--- config.mk ---
export PLATFORM = sky130hd
export DESIGN_NAME = silife_gen_cell
export DESIGN_NICKNAME = d
export VERILOG_FILES = /design/src/rtl/silife_pkg.sv /design/src/rtl/silife_neighbor_count.sv /design/src/rtl/silife_gen_cell.sv
export SDC_FILE = /design/constraint.sdc
export NUM_CORES = 1
export LEC_CHECK = 0
export ABC_CLOCK_PERIOD_IN_PS = 2500
export CAP_MARGIN = 20
export CORE_UTILIZATION = 40
export DETAILED_ROUTE_END_ITERATION = 10
export GPL_ROUTABILITY_DRIVEN = 0
export PLACE_DENSITY = 0.75
export SYNTH_ARGS = -nofsm -noshare
export SYNTH_HDL_FRONTEND = slang
export SYNTH_HIERARCHICAL = 1
export SYNTH_SLANG_ARGS = --single-unit
--- constraint.sdc ---
create_clock -name clk -period 2.5 [get_ports clk]
set_input_delay 0.625 -clock clk [delete_from_list [all_inputs] [get_ports clk]]
set_output_delay 0.625 -clock clk [all_outputs]
set_load 0.02 [all_outputs]
--- src/rtl/silife_pkg.sv ---
// Shared definitions for the silife cell array: rule masks, reset rule and state sizing.
package silife_pkg;

  localparam int NBR_W = 8;
  localparam int CNT_W = 4;

  typedef logic [8:0] rule_mask_t;

  // B3/S23: classic Conway rule loaded on reset
  localparam rule_mask_t CONWAY_BIRTH   = 9'h008;
  localparam rule_mask_t CONWAY_SURVIVE = 9'h00C;

  function automatic int state_width(input int states);
    return (states <= 2) ? 1 : $clog2(states);
  endfunction

endpackage

--- src/rtl/silife_neighbor_count.sv ---
// Popcount of the eight neighbour alive flags; 0..8 fits in four bits without wrap.
module silife_neighbor_count
  import silife_pkg::*;
(
  input  logic [NBR_W-1:0] neighbors,
  output logic [CNT_W-1:0] count
);

  always_comb begin
    count = '0;
    for (int i = 0; i < NBR_W; i++)
      count = count + {{(CNT_W-1){1'b0}}, neighbors[i]};
  end

endmodule

--- src/rtl/silife_gen_cell.sv ---
// One Life/Generations cell: loadable rule, multi-state decay and a saturating age counter.
module silife_gen_cell
  import silife_pkg::*;
#(
  parameter int STATES    = 2,
  parameter int AGE_WIDTH = 8
) (
  input  logic                          clk,
  input  logic                          reset,
  input  logic                          enable,
  input  logic                          revive,
  input  logic                          kill,
  input  logic [NBR_W-1:0]              neighbors,
  input  logic [8:0]                    rule_birth,
  input  logic [8:0]                    rule_survive,
  input  logic                          rule_load,
  output logic                          out,
  output logic [state_width(STATES)-1:0] state,
  output logic [AGE_WIDTH-1:0]          age
);

  localparam int SW = state_width(STATES);
  localparam logic [SW-1:0] DEAD   = '0;
  localparam logic [SW-1:0] ALIVE  = SW'(1);
  localparam logic [SW-1:0] DYING0 = SW'(2);
  localparam logic [SW-1:0] LAST   = SW'(STATES - 1);

  rule_mask_t           act_birth, act_survive;
  logic [CNT_W-1:0]     count;
  logic [SW-1:0]        nxt_state;
  logic [AGE_WIDTH-1:0] nxt_age;
  logic                 gen_step;

  silife_neighbor_count u_count (
    .neighbors (neighbors),
    .count     (count)
  );

  assign gen_step = enable && !kill && !revive;

  always_comb begin
    nxt_state = state;
    if (kill)
      nxt_state = DEAD;
    else if (revive)
      nxt_state = ALIVE;
    else if (enable) begin
      if (state == DEAD)
        nxt_state = act_birth[count] ? ALIVE : DEAD;
      else if (state == ALIVE)
        nxt_state = act_survive[count] ? ALIVE : ((STATES == 2) ? DEAD : DYING0);
      else
        nxt_state = (state == LAST) ? DEAD : state + SW'(1);
    end
  end

  // Age only runs while the cell stays alive across a generation step
  always_comb begin
    nxt_age = age;
    if (nxt_state != ALIVE || state != ALIVE)
      nxt_age = '0;
    else if (gen_step && age != '1)
      nxt_age = age + AGE_WIDTH'(1);
  end

  always_ff @(posedge clk or posedge reset) begin
    if (reset) begin
      state       <= DEAD;
      age         <= '0;
      act_birth   <= CONWAY_BIRTH;
      act_survive <= CONWAY_SURVIVE;
    end else begin
      state <= nxt_state;
      age   <= nxt_age;
      if (rule_load) begin
        act_birth   <= rule_birth;
        act_survive <= rule_survive;
      end
    end
  end

  assign out = (state == ALIVE);

endmodule

Track usage over the die:
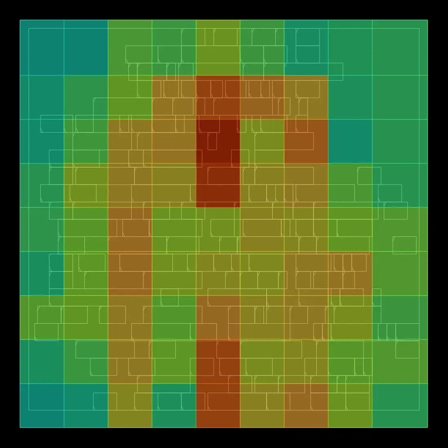
GRT Overall Usage: 16.7%
GR Layer Usage met2: 30.9%
met1 usage: 19.7%
gr busiest metal: met2
GR Util met3: 1.79%

==> results.py <==
# Metrics from the implementation run
metrics = {
    "timing": {
        "rsz0062_at_grt": "true",
        "finalSetupViolations": 9,
        "fmax_mhz": 260,
        "min_period_over_period_pct": 154,
        "max_slew_margin_pct": 72.6,
        "setup_slack_ns": -1.34,
        "fin_skew_ns": 0.00718,
        "maxSlewViolCount": 0,
    },
    "layout": {
        "final_cell_mix": "clkdlybuf4s50_1 (38), dfrtp_1 (24), mux2_2 (18)",
        "bufAreaShareNonClock_pct": 22.6,
        "final_cells": 227,
        "logic_gates": 79,
        "num-nonclk-inverters": 18,
        "sh_comb_area_pct": 37.2,
        "postLayoutCellArea_um2": 2150,
        "fillers": 308,
        "num-clock-buffers": 3,
        "post-route-util_pct": 58.8,
        "nNetsFinal": 220,
        "buffers_excl_clock": 51,
        "syn2layout_area_growth_pct": 40.6,
        "drive_gt1_share_pct": 32.4,
    },
    "min_path": {
        "hold_depth": 1,
        "hold_class": "flop to flop",
        "hp-start": "act_survive[5]",
        "hold_end": "act_survive[5]",
    },
    "status": {
        "outcome": "finished, violations left",
        "violations": "setup timing",
    },
    "placement": {
        "portBuffers": 41,
        "post-place-ws_ns": -2.20,
        "hpwlAfterDp_um": 2310,
        "dp_cells": 221,
    },
    "routing": {
        "routed_wirelength_um": 3010,
        "viasPerCell": 4.97,
        "wl_met1_um": 1300,
        "ant_nets": 0,
        "met3_length_um": 78,
        "vias": 1128,
        "first_pass_iters": 4,
    },
    "floorplan": {
        "die_area_um2": 4080,
        "io_pins": 42,
        "core_area_um2": 3660,
        "taps": 48,
    },
    "worst_setup_path": {
        "crit_path_frequent_cell": "fa_1",
        "endpoint_kind": "flop",
        "worstPathArrival_ns": 4.00,
        "worstSetupPathType": "primary input to flop",
        "crit_fanout": 8,
        "required_ns": 2.67,
        "crit_chain": "buf_8, inv_8, fa_1, fa_1, fa_1, inv_1, ha_2, inv_2, fa_2, xnor2_4, mux4_2, mux2i_1, o41ai_2, o21ai_4, nor2_1",
        "r2r-end": "age[6]",
        "path_delay_family": "adder cells",
        "critPathBufInv": 4,
        "worstSetupStartpoint": "neighbors[0]",
    },
    "run": {
        "log.warning_count": 29,
    },
    "logic_synthesis": {
        "mux_share_pct": 20.1,
        "synthTopCellsByCount": "dfrtp_1 (24), inv_1 (18), mux2_2 (18)",
        "ys_async_sr_fraction_pct": 100,
        "yosysWarnings": 6,
        "aoi_share_pct": 6.54,
        "synth_seq_share_pct": 44.4,
        "top_cell": "dfrtp_1",
        "fp_nets": 168,
        "synth_cell_type_count": 37,
        "largest_area_cell": "dfrtp_1",
        "syn_inst": 128,
        "ys_cells": 128,
        "syn_area_um2": 1530,
        "edf_count": 0,
        "ys.flop_type": "dfrtp_1",
        "top_area_share_pct": 39.2,
        "syn_area_per_cell_um2": 12.0,
        "adder_share_pct": 8.50,
    },
    "power_and_ir_drop": {
        "powerComb_mw": 0.500,
        "p_per_area_nw_per_um2": 579,
        "p_seq_share_pct": 39.5,
        "ir_drop_mv": 0.290,
        "comb_power_share_pct": 40.1,
        "switchingPower_mw": 0.381,
        "clock_power_share_pct": 20.4,
        "swShare_pct": 30.6,
    },
    "global_route": {
        "grt_antenna_before_repair": 0,
        "grt_pass1_vias": 1211,
        "grt_pass1_wl_um": 5270,
        "grt_max_degree": 28,
    },
    "clocking": {
        "ctsResizeCount": 19,
        "cts.sinks": 27,
        "clkTransAtPathRegs_ns": 0.10,
        "cts_setup_buffers": 2,
        "htreeDepth": 1,
    },
}
Placed cells, one colour a class:
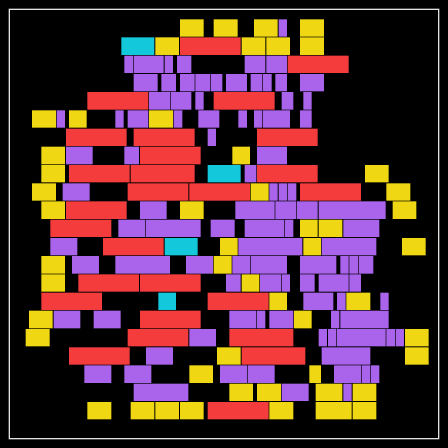
| colour | class | cells |
|---|---|---|
| purple | combinational and other logic | 97 |
| red | sequential cells | 27 |
| cyan | clock drivers and dummy loads | 4 |
| yellow | remaining buffers and delay cells | 51 |

